run_1/congestion_map.png
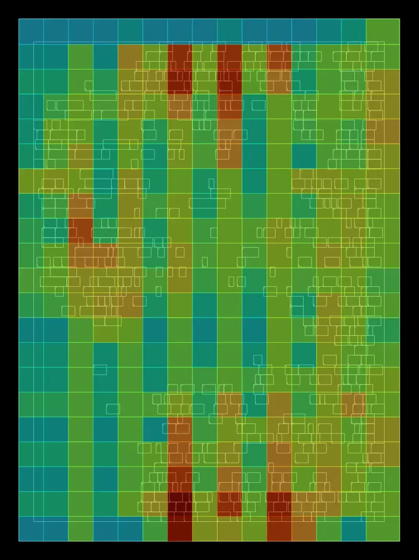
run_1/util_map.png
11 x 15 tiles, from white (low) to dark blue (high), 0 to 100% covered.
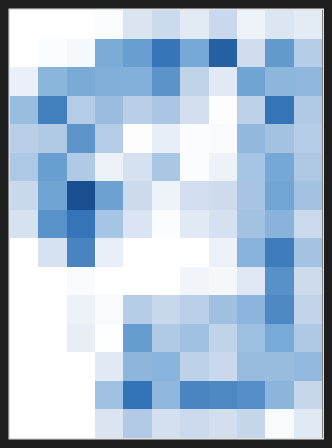
run_1/m1.png
Supply wires on this layer in gray.
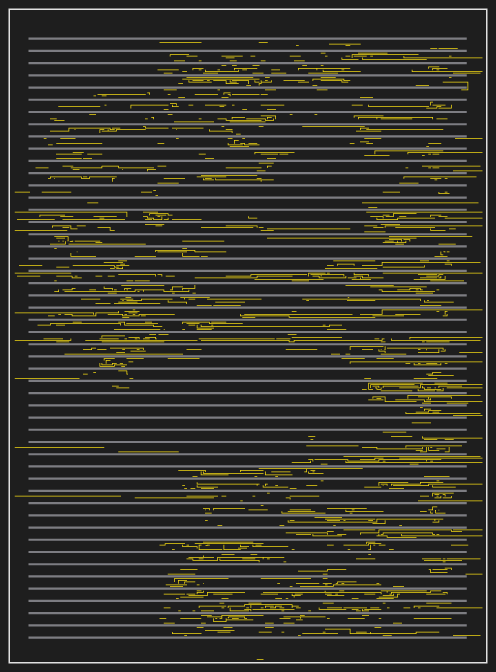
**src/rtl/exc_commit_ctrl.sv**
```systemverilog
// -----------------------------------------------------------------------------
// exc_commit_ctrl
//   Exception / interrupt commit controller sitting at the MEM stage. It is the
//   producer side of the CP0 exception interface.
//     - Synchronises the external interrupt lines and forms the pending vector
//       from them, the timer interrupt and the CP0 software interrupt bits.
//     - Picks one winning event per committing instruction
//       (int > adel_if > ri > ov > sys > bp > adel_ld > ades > eret).
//     - Drives one-hot taken flags, PC and bad address to cp0_reg in the take
//       cycle (combinational), flushes IF..MEM and redirects fetch to the
//       exception vector, or to EPC for ERET.
//     - After a take, holds flush for FLUSH_CYCLES more cycles. This also
//       covers the cycle in which CP0 EXL is not yet visible.
//
// Ports
//   clk, rst              clock, synchronous active-high reset
//   mem_*_i               committing MEM-stage instruction: valid, PC,
//                         effective address, delay-slot flag
//   exc_*_i, eret_i       per-instruction exception flags and ERET marker
//   int_i, timer_int_i    asynchronous hardware interrupts, CP0 timer interrupt
//   cp0_status_i/cause_i  CP0 Status (IE, EXL, IM) and Cause (software IP)
//   cp0_epc_i             CP0 EPC, the ERET return target
//   cp0_int_o             synchronised int_i, to Cause[15:10]
//   cp0_*_o flags         one-hot taken event, valid for the take cycle only
//   cp0_delayslot_o       delay-slot flag of the committing instruction
//   cp0_pc_o              PC of the committing instruction
//   cp0_badvaddr_o        faulting address
//   flush_o               squash IF..MEM
//   redirect_o            one-cycle fetch redirect pulse
//   redirect_pc_o         redirect target
// -----------------------------------------------------------------------------
module exc_commit_ctrl #(
    parameter logic [31:0] EXC_VECTOR      = 32'hBFC00380,
    parameter int          FLUSH_CYCLES    = 1,
    parameter int          INT_SYNC_STAGES = 2
) (
    input  logic        clk,
    input  logic        rst,
    input  logic        mem_valid_i,
    input  logic [31:0] mem_pc_i,
    input  logic [31:0] mem_addr_i,
    input  logic        mem_delayslot_i,
    input  logic        exc_adel_if_i,
    input  logic        exc_ri_i,
    input  logic        exc_ov_i,
    input  logic        exc_sys_i,
    input  logic        exc_bp_i,
    input  logic        exc_adel_ld_i,
    input  logic        exc_ades_i,
    input  logic        eret_i,
    input  logic [5:0]  int_i,
    input  logic        timer_int_i,
    input  logic [31:0] cp0_status_i,
    input  logic [31:0] cp0_cause_i,
    input  logic [31:0] cp0_epc_i,
    output logic [5:0]  cp0_int_o,
    output logic        cp0_exc_int_o,
    output logic        cp0_adel_o,
    output logic        cp0_ades_o,
    output logic        cp0_ri_o,
    output logic        cp0_ov_o,
    output logic        cp0_sys_o,
    output logic        cp0_bp_o,
    output logic        cp0_eret_o,
    output logic        cp0_delayslot_o,
    output logic [31:0] cp0_pc_o,
    output logic [31:0] cp0_badvaddr_o,
    output logic        flush_o,
    output logic        redirect_o,
    output logic [31:0] redirect_pc_o
);

    typedef enum logic {
        ST_IDLE,
        ST_FLUSH
    } state_t;

    localparam logic [3:0] FLUSH_INIT = 4'(FLUSH_CYCLES);

    state_t                            state_q, state_d;
    logic [3:0]                        cnt_q, cnt_d;
    logic [INT_SYNC_STAGES-1:0][5:0]   int_sync_q;

    logic [5:0] int_sync;
    logic [7:0] pend;
    logic       int_req;
    logic       any_event;

    // Bits of Status/Cause that this block does not look at.
    logic unused_bits;
    assign unused_bits = ^{cp0_status_i[31:16], cp0_status_i[7:2],
                           cp0_cause_i[31:10], cp0_cause_i[7:0]};

    // Interrupt synchroniser: stage 0 captures int_i, the last stage is used.
    always_ff @(posedge clk) begin
        if (rst) begin
            int_sync_q <= '0;
        end else begin
            int_sync_q <= {int_sync_q[INT_SYNC_STAGES-2:0], int_i};
        end
    end

    assign int_sync  = int_sync_q[INT_SYNC_STAGES-1];
    assign cp0_int_o = rst ? 6'd0 : int_sync;

    // Timer interrupt shares IP7 with the top external line.
    assign pend    = {int_sync[5] | timer_int_i, int_sync[4:0], cp0_cause_i[9:8]};
    assign int_req = cp0_status_i[0] & ~cp0_status_i[1] & (|(pend & cp0_status_i[15:8]));

    assign any_event = int_req | exc_adel_if_i | exc_ri_i | exc_ov_i | exc_sys_i |
                       exc_bp_i | exc_adel_ld_i | exc_ades_i | eret_i;

    always_ff @(posedge clk) begin
        if (rst) begin
            state_q <= ST_IDLE;
            cnt_q   <= 4'd0;
        end else begin
            state_q <= state_d;
            cnt_q   <= cnt_d;
        end
    end

    always_comb begin
        state_d         = state_q;
        cnt_d           = cnt_q;
        cp0_exc_int_o   = 1'b0;
        cp0_adel_o      = 1'b0;
        cp0_ades_o      = 1'b0;
        cp0_ri_o        = 1'b0;
        cp0_ov_o        = 1'b0;
        cp0_sys_o       = 1'b0;
        cp0_bp_o        = 1'b0;
        cp0_eret_o      = 1'b0;
        cp0_delayslot_o = 1'b0;
        cp0_pc_o        = 32'd0;
        cp0_badvaddr_o  = 32'd0;
        flush_o         = 1'b0;
        redirect_o      = 1'b0;
        redirect_pc_o   = 32'd0;

        case (state_q)
            ST_IDLE: begin
                // Interrupts attach to a real instruction, never to a bubble.
                if (mem_valid_i && any_event) begin
                    state_d         = ST_FLUSH;
                    cnt_d           = FLUSH_INIT;
                    flush_o         = 1'b1;
                    redirect_o      = 1'b1;
                    redirect_pc_o   = EXC_VECTOR;
                    cp0_pc_o        = mem_pc_i;
                    cp0_delayslot_o = mem_delayslot_i;
                    if (int_req) begin
                        cp0_exc_int_o = 1'b1;
                    end else if (exc_adel_if_i) begin
                        cp0_adel_o     = 1'b1;
                        cp0_badvaddr_o = mem_pc_i;
                    end else if (exc_ri_i) begin
                        cp0_ri_o = 1'b1;
                    end else if (exc_ov_i) begin
                        cp0_ov_o = 1'b1;
                    end else if (exc_sys_i) begin
                        cp0_sys_o = 1'b1;
                    end else if (exc_bp_i) begin
                        cp0_bp_o = 1'b1;
                    end else if (exc_adel_ld_i) begin
                        cp0_adel_o     = 1'b1;
                        cp0_badvaddr_o = mem_addr_i;
                    end else if (exc_ades_i) begin
                        cp0_ades_o     = 1'b1;
                        cp0_badvaddr_o = mem_addr_i;
                    end else begin
                        cp0_eret_o    = 1'b1;
                        redirect_pc_o = cp0_epc_i;
                    end
                end
            end
            ST_FLUSH: begin
                // Inputs are ignored here; CP0 EXL may not be visible yet.
                flush_o = 1'b1;
                cnt_d   = cnt_q - 4'd1;
                if (cnt_q <= 4'd1) begin
                    state_d = ST_IDLE;
                end
            end
            default: begin
                state_d = ST_IDLE;
            end
        endcase

        if (rst) begin
            cp0_exc_int_o   = 1'b0;
            cp0_adel_o      = 1'b0;
            cp0_ades_o      = 1'b0;
            cp0_ri_o        = 1'b0;
            cp0_ov_o        = 1'b0;
            cp0_sys_o       = 1'b0;
            cp0_bp_o        = 1'b0;
            cp0_eret_o      = 1'b0;
            cp0_delayslot_o = 1'b0;
            cp0_pc_o        = 32'd0;
            cp0_badvaddr_o  = 32'd0;
            flush_o         = 1'b0;
            redirect_o      = 1'b0;
            redirect_pc_o   = 32'd0;
        end
    end

endmodule

```
**config.mk**
```make
export PLATFORM = sky130hd
export DESIGN_NAME = exc_commit_ctrl
export DESIGN_NICKNAME = d
export VERILOG_FILES = /design/src/rtl/exc_commit_ctrl.sv
export SDC_FILE = /design/constraint.sdc
export NUM_CORES = 1
export LEC_CHECK = 0
export CELL_PAD_IN_SITES_DETAIL_PLACEMENT = 0
export CELL_PAD_IN_SITES_GLOBAL_PLACEMENT = 1
export CORE_ASPECT_RATIO = 1.4
export CORE_MARGIN = 4
export CORE_UTILIZATION = 13
export CTS_CLUSTER_SIZE = 12
export DETAILED_ROUTE_END_ITERATION = 16
export GPL_ROUTABILITY_DRIVEN = 1
export GPL_TIMING_DRIVEN = 0
export HOLD_SLACK_MARGIN = 0.12
export MAX_ROUTING_LAYER = met4
export PLACE_DENSITY_LB_ADDON = 0.3
export REMOVE_ABC_BUFFERS = 1
export SYNTH_ARGS = -nofsm -noshare
export SYNTH_HDL_FRONTEND = slang
export SYNTH_SLANG_ARGS = --single-unit
export TNS_END_PERCENT = 30
```
**constraint.sdc**
```tcl
create_clock -name clk -period 7.2 [get_ports clk]
set_clock_uncertainty 0.2 [all_clocks]
set_input_delay 1.8 -clock clk [delete_from_list [all_inputs] [get_ports clk]]
set_output_delay 1.8 -clock clk [all_outputs]
set_load 0.01 [all_outputs]
```
==> results.txt, run 1 <==
From the run reports.

- The net switching power of the design is about 100 µW.
- The worst endpoint data arrival time reads approximately 5000 ps.
- The clock-pin slew reported for the worst setup and hold paths after clock tree synthesis is approximately 50 ps.
- The cell family contributing the most delay on the critical path reads simple AND/OR/NAND/NOR gates.
- Setup repair after global routing left no endpoint under its margin.
- Yosys stat counts 263 cells in the synthesized netlist.
- Per the OpenROAD power report, leakage power amounts to ~0.0016 µW.
- The growth of design area from synthesis to finish is 152%.
- The via count of the first global-routing pass is about 2.7k.
- The number of max-capacitance violations reported is 0.
- The run finished with clean final reports.
- The class of the tightest hold or removal check reads reg -> reg.
- After synthesis, the cell types taking the most area are dfxtp_1 19%, and2_1 19%, a22oi_1 15%.
- The residual antenna-violating net count after detailed routing reads 0.
- The final critical path time including I/O delays and setup reads about 6900 ps.
- The reported sequential group power reads ~100 µW.
- The sequential cell area fraction in the yosys report reads between 10% and 20%.
- The critical path maximum fanout is 38.
- The first TritonRoute pass finished after 5 iterations.
- Per the detail_route report, DRC violations left total 0.
- The distinct cell type count after synthesis is 35.
- The number of register bits inferred by synthesis reads 17.
- The standard cell area after detailed placement reads approximately 4300 µm².
- The height of the chip reads about 150 µm.
- At the end of the flow, the number of nets in the layout was 669.
- The async set-or-reset flop fraction in the synthesized netlist reads 0%.
- In the synthesis report, Yosys lists the chip area as 1750 µm².
- The power of the clock network is ~110 µW.
- In this run the horizontal extent of the chip is 106 µm.
- Looking at the power breakdown, sequential logic takes approximately a quarter of the total.
- The maximum cell stage delay along the critical path is slightly below 900 ps.
- The number of warnings in the stage logs is slightly below 80.
- In the final layout, the share of cells above drive strength 1 is under 10%.
- The kind of end point of the critical path is an output port.
- The synthesized design spends more area on one cell type than any other, namely dfxtp_1.
- The met2 wire length is around 5.3 mm.
- The proportion of netlist area held by the largest area contributor is about a fifth.
- The max-slew violation count is 0.
- In this run the deepest clock path goes through 2 buffers.
- Listed in order, past its start point the critical path passes clkdlybuf4s50_1, a222oi_1, a41oi_1, or3_2, nor4_1, clkdlybuf4s50_1.
- The initial antenna violation count reads 1.
- The switching share of power reads between 20% and 30%.
- The insertion delay to the later sink of the worst-skew pair reads 240 ps.
- The number of vias per cell is around 4.1.
- In the placement report, post-DP HPWL is listed as 8.73 mm.
- The warning tally printed by Yosys for this design is 0.
- The maximum clock frequency reads around 140 MHz.
- The clock share of power reads ~27%.
- The global-route wire length before repair reads 15.8 mm.
- After detailed routing, the average wire length per cell comes to 15.9 µm.
- The share of total power in combinational logic reads a little under half.
- The average instance in the mapped netlist occupies roughly 6.6 µm².
- For this run, the final setup violation count is recorded as 0.
- The most common flop cell mapped by yosys is dfxtp_1.
- TritonCTS built the clock tree.
- Entering global routing, the biggest net connects 39 pins.
- The finished layout holds between 600 and 700 standard cells, fillers aside.
- between 200 and 300 I/O pins were placed.
- The final tally of hold violations reads 0.
- The library cell appearing most often on the critical path is clkdlybuf4s50_1.
- The required time at the endpoint of the critical path reads around 5200 ps.
- After detailed routing, the met3 layer carries approximately 1000 µm of wire.
- For this run the aggregate overflow at the end of global routing stands at 0.
- The post-cts hold buffer count reads 0.
- Per the gpl log, the routability congestion estimate is ~0.75.
- The worst-path cell with the longest stage delay is or3_2.
- Total power normalized to cell area comes to between 80 and 90 nW/µm².
- The post-CTS setup-driven buffer insertion count is 0.
- Counting flops with a built-in enable in the synthesized netlist gives 0.
- The tightest hold path in the finished design has a slack of 230 ps.
- After detailed routing, no signal wire sits above met4.
- The cell-internal power is between 200 and 300 µW.
- The sort of element at the start of the critical path reads a primary input.
- The sink count of the clock tree is 17.
- The largest power group reads combinational logic.
- The number of cell rows reads 49.
- Per the CTS log, the root buffer master is clkbuf_16.
- The most common library cell in the layout ignoring fill and taps is clkdlybuf4s50_1.
- The worst slew slack as a fraction of its limit is a little over a third.
- Yosys reports that the most numerous cell types are 53 x and2_1, 44 x nor2_1, 34 x a22oi_1.
## Picture notes: congestion_map.png
met3 Use GR: 3.60%
GR Util All Layers: 13.0%
global routing's busiest layer: met2
Core Util, Final: 33.9%
Global Route met2 Usage: 23.1%

## Picture notes: util_map.png
- nearly empty tiles: 21%
- fullest tile: 88%
- tiles over 75% full: 1.2%
- mean over tiles: 27%
area of the core region: 13000 µm²
starting density of the core: 13.4%

## Picture notes: m1.png
- main direction: horizontal
- nets with wire on the layer: 519
- wire length on this layer: 4110 µm
- share of all routed wire: 39%
- longest straight run: 33.1 µm
Via Count: 2726
GR Layer Usage met1: 14.5%
Routed Wire Length: 10.6 mm

run 1: through the flow:
step | util (%) | TNS [ps] | worst slack, ps | power, µW
finish | 33.9 | 0 | 299 | 394
global route | 33.9 | 0 | 58.0 | 416
CTS | 33.9 | 0 | 238 | 400
detailed placement | 33.2 | -25290 | -650 | 291
global placement | 32.7 | -157850 | -2650 | 285
floorplan | - | 0 | 845 | 159
run 1: layer usage:
| metal | GRT usage, % | vias up |
|---|---|---|
| met4 | 2.66 | 0 |
| li1 | - | 1361 |
| met1 | 14.5 | 1211 |
| met3 | 3.60 | 12 |
| met5 | - | - |
| met2 | 23.1 | 142 |
run 1: layout make-up:
class | instances | area (µm²)
fill | 1398 | 8590
timing repair buffer | 243 | 2450
multi-input combinational | 216 | 1280
sequential | 17 | 340
tap | 178 | 223
clock buffer | 4 | 78.8
inverter | 7 | 26.3
antenna | 1 | 2.50
run 1: worst paths after layout:
check,start,endpoint,slack (ps),cells after the start
max,cp0_status_i[12],cp0_sys_o,300,6
min,int_sync_q[5],int_sync[5],230,1
max reg2reg,int_sync[2],cnt_q[2],5240,4
min reg2reg,int_sync_q[5],int_sync[5],230,1
run 1: repair_timing:
action                                 in CTS  in global routing
setup endpoints to repair                  87                  0
gates resized                               5                  0
endpoints found under the hold margin       0                  0
run 1: registers in the layout, indices dropped and copies added, names as in the netlist:
name        cells
state_q         1
int_sync_q      6
int_sync        6
cnt_q           4
run 1: cell families after synthesis:
| logic type | Yosys count | synth area share (%) |
|---|---|---|
| and+or+nand+nor | 151 | 45.8 |
| DFF | 17 | 19.5 |
| buffers and inverters | 30 | 7.96 |
| AOI/OAI and AO/OA | 63 | 25.3 |
| adders and majority gates | 2 | 1.43 |
==> run 1 -> run 2 <==
==> constraint.sdc (replaced) <==
create_clock -name clk -period 7.2 [get_ports clk]
set_clock_uncertainty 0.2 [all_clocks]
set_input_delay 1.8 -clock clk [delete_from_list [all_inputs] [get_ports clk]]
set_output_delay 1.8 -clock clk [all_outputs]
set_load 0.02 [all_outputs]
run_2/util_map.png
11 x 15 tiles, from white (low) to dark blue (high), 0 to 100% covered.
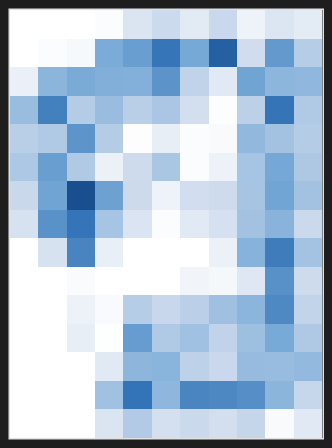
Core Util, Final: 33.9%

run_2/congestion_map.png
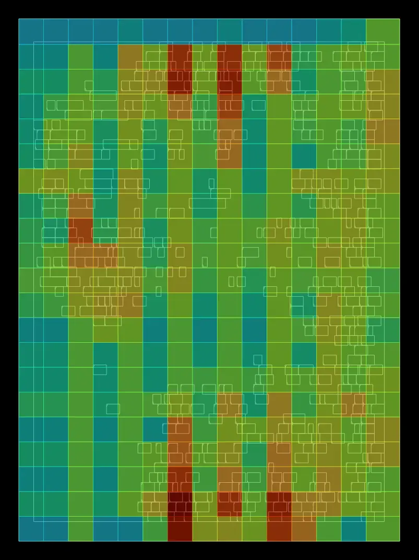
Routed WL per cell: 15.8 µm

==> run 2 against run 1 <==
Clock power hardly changed. Sequential power is essentially flat. Maximum frequency increased by 2.3%. Wire length barely moved. Sequential cell count stayed put. Final area about the same. Critical endpoint is now redirect_pc_o[6]. Largest cell class unchanged. Largest power group unchanged.
==> results.txt, run 2 <==
From the run reports.

- The flow ran to the end, and the final reports show no timing, DRC or antenna violations.
- Using the TritonRoute via totals, the vias-per-cell ratio works out to between 4 and 5.
- Per the TritonCTS log, the buffer count is 3.
- In the global route stage, met1 resource usage came out at roughly 14%.
- The yosys synthesis chip area reads between 1500 and 2000 µm².
- The post-detailed-route DRC marker count is 0.
- The total standard cell area after synthesis reads roughly 1700 µm².
- In the setup report, the worst path falls into the class in -> out.
- The most common library cell in the layout ignoring fill and taps reads clkdlybuf4s50_1.
- The most instantiated library cell after synthesis is and2_1.
- The average instance area after synthesis reads about 6.6 µm².
- In the layout the commonest cells are 237 x clkdlybuf4s50_1, 53 x and2_1, 44 x nor2_1.
- The power density normalized to cell area is 92.8 nW/µm².
- The timing report gives the clock slew at the launch and capture registers of the worst setup and hold paths as around 50 ps.
- The peak supply drop reads slightly above 100 µV.
- The post-layout total power is 409 µW.
- The sequential share of power reads between 20% and 30%.
- The worst reg-to-reg setup slack is around 5200 ps.
- The worst hold path terminates at int_sync[5].
- Warnings raised by the tools during the run amount to about 78.
- The share of total power in combinational logic is between 40% and 50%.
- The worst slew slack as a fraction of its limit is 34.9%.
- Dividing the final minimum period by the clock period gives 93.7%.
- Summed over all combinational cells, the power is 197 µW.
- The die boundary width is 106 µm.
- The residual overflow from global routing reads 0.
- Setup repair after global routing left no endpoint under its margin.
- The number of register bits inferred by synthesis is 17.
- The buffer depth of the longest clock path reads 2.
- The path class of the tightest hold or removal check is reg -> reg.
- The maximum clock frequency is 148 MHz.
- The end of the worst register-to-register path reads cnt_q[2].
- Per the run report, area growth between synthesis and finish was 152%.
- The net switching power of the design is between 100 and 150 µW.
- The static leakage reads roughly 0.0016 µW.
- The number of cell rows is between 40 and 50.
- Looking at the cell usage after synthesis, the top flip-flop cell is dfxtp_1.
- In the post-route report, total wirelength is listed as roughly 11 mm.
- Counting the warning lines in the Yosys log gives 0.
- In this run the remaining antenna-violating nets after routing total 0.
- The cell-internal power is 290 µW.
- The largest driver fanout on the critical path is 14.
- The largest share of the power goes to combinational logic.
- The initial antenna violation count is 1.
- The total non-filler cell area in the finished layout is about 4400 µm².
- The sequential cell area fraction in the yosys report is between 10% and 20%.
- The proportion of netlist area held by the largest area contributor reads about a fifth.
- The power of the clock network reads about 110 µW.
- The startpoint identified for the worst hold timing path is int_sync_q[5].
- The yosys cell count reads approximately 260.
- For this design, the sink count on the clock tree is 17.
- Net switching is between 20% and 30% of the power.
- The via count of the first global-routing pass is 2692.
- The worst hold margin reads ~230 ps.
- In the Yosys stats the netlist draws on 35 distinct library cells.
- The number of max-capacitance violations reported is 0.
- The number of H-tree branching levels reads 1.
- The vias after detailed routing reads ~2.7k.
- The reported sequential group power is between 100 and 150 µW.
- The global routing's busiest layer reads met2.
- The DRC violation total after the first TritonRoute iteration is between 150 and 200.
- After synthesis, the cell types taking the most area are dfxtp_1 19%, and2_1 19%, a22oi_1 15%.
- The final hold violation count recorded for this run is 0.
- For this configuration, the core starts out at a cell density of a little over an eighth.
- The ratio of cells with drive above 1 in the final layout is under 10%.
- The worst register-to-register path has a depth of 4.
- The max-slew violation count is 0.
- The final critical path time including I/O delays and setup is ~6700 ps.
- The first detailed-routing pass ran for 4 iterations.
- The core area is roughly 13000 µm².
- For the worst setup path, the data required time is about 5200 ps.
- The floorplan step set the die height to roughly 150 µm.
- The library cell occupying the most area in the post-synthesis netlist reads dfxtp_1.
- Entering global routing, the biggest net connects 39 pins.
- The met2 global-route usage reads a little under a quarter.
- The clock tree root driver cell is clkbuf_16.
- The HPWL reported at the end of detailed placement reads about 8.7 mm.
- The standard cell area after detailed placement reads roughly 4300 µm².
- The worst endpoint data arrival time reads between 4000 and 5000 ps.
- The critical register-to-register path startpoint is int_sync[2].
- According to the floorplan report, the total die area is 15400 µm².
- The number of nets at the end of the flow is about 670.
- After synthesis, the most frequently instantiated cells are 53 x and2_1, 44 x nor2_1, 34 x a22oi_1.
- The number of synthesized flops with an enable pin reads 0.
- The clock share of power reads 26.2%.
- The sort of element at the start of the critical path reads a primary input.
- The post-cts hold buffer count reads 0.
- The transition time of the tightest slew-check pin reads between 900 and 1000 ps.
- The setup-violating endpoint count in the final report is 0.
- The synthesized netlist cell count reads around 260.
- The worst setup path is captured at an output port.
- The insertion delay to the later sink of the worst-skew pair reads 240 ps.
- For met3 alone, demand over resource in global routing was between 3 and 4%.
- Along the worst hold path, the cell count comes to 1.
- The clock tree from TritonCTS is yes.
- The global-route wire length before repair is 15.8 mm.
- The final weighted congestion in routability-driven placement reads about 0.75.
- Global routing consumed, over all layers together, a little over an eighth of the routing resources.
- The async set-or-reset flop fraction in the synthesized netlist reads 0%.
run_2/port_trees.png
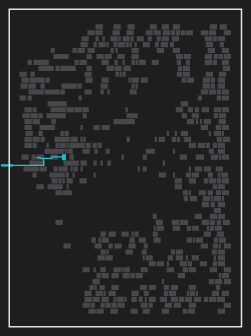
- cyan: flush_o (bits 1; direction output; edge west; end cells 1; buffers 1; wire 31.2 µm)
number of ports placed on the die boundary: 292
count of buffers inserted at the top-level ports: 239

run 2: cells by family (layout without fill, tap and decap cells):
group,Yosys count,in the layout,synth area share (%)
and+or+nand+nor,151,151,45.8
AOI/OAI and AO/OA,63,63,25.3
buffers and inverters,30,254,7.96
DFF,17,17,19.5
adders and majority gates,2,2,1.43
other,0,1,0
run 2: layout make-up:
| type | count | area, µm² |
|---|---|---|
| Fill cell | 1399 | 8590 |
| Timing Repair Buffer | 243 | 2450 |
| Multi-Input combinational cell | 216 | 1290 |
| Sequential cell | 17 | 340 |
| Tap cell | 178 | 223 |
| Clock buffer | 4 | 78.8 |
| Inverter | 7 | 26.3 |
| Antenna cell | 1 | 2.50 |
run 2: through the flow:
stage,setup slack (ps),instances,TNS (ps)
after CTS,172,665,0
after floorplan,639,240,0
after global routing,206,666,0
final,455,666,0
after detailed placement,-716,661,-31020
after global placement,-2720,657,-164110
run 2: how the worst max path moves through the flow:
| stage | end | from |
|---|---|---|
| after detailed placement | cp0_sys_o | exc_adel_if_i |
| after global routing | redirect_pc_o[6] | cp0_status_i[12] |
| after CTS | cp0_sys_o | cp0_status_i[12] |
| after global placement | cp0_badvaddr_o[16] | exc_adel_if_i |
| final | redirect_pc_o[6] | cp0_status_i[12] |
| after floorplan | redirect_pc_o[0] | cp0_status_i[12] |
run 2: repair_timing:
item / in CTS / in global routing
setup endpoints to repair: 93 / 1
resized: 5 / 1
buffers inserted: 0 / 0
gates cloned: 0 / 0
run 2: worst max-delay path, cell delays in order:
cell and delay (ps):
clkdlybuf4s50_1 400, a222oi_1 540, a41oi_1 320, nor4b_2 650, buf_4 280, and2_1 150, clkdlybuf4s50_1 610
run 2: metal layers:
layer	vias up	share of wire, %
met5	-	0
met4	0	1.7
met3	12	9.5
met2	144	50
met1	1209	39
li1	1361	-
Power figures rest on the tool's default switching activity, not on a simulated workload.
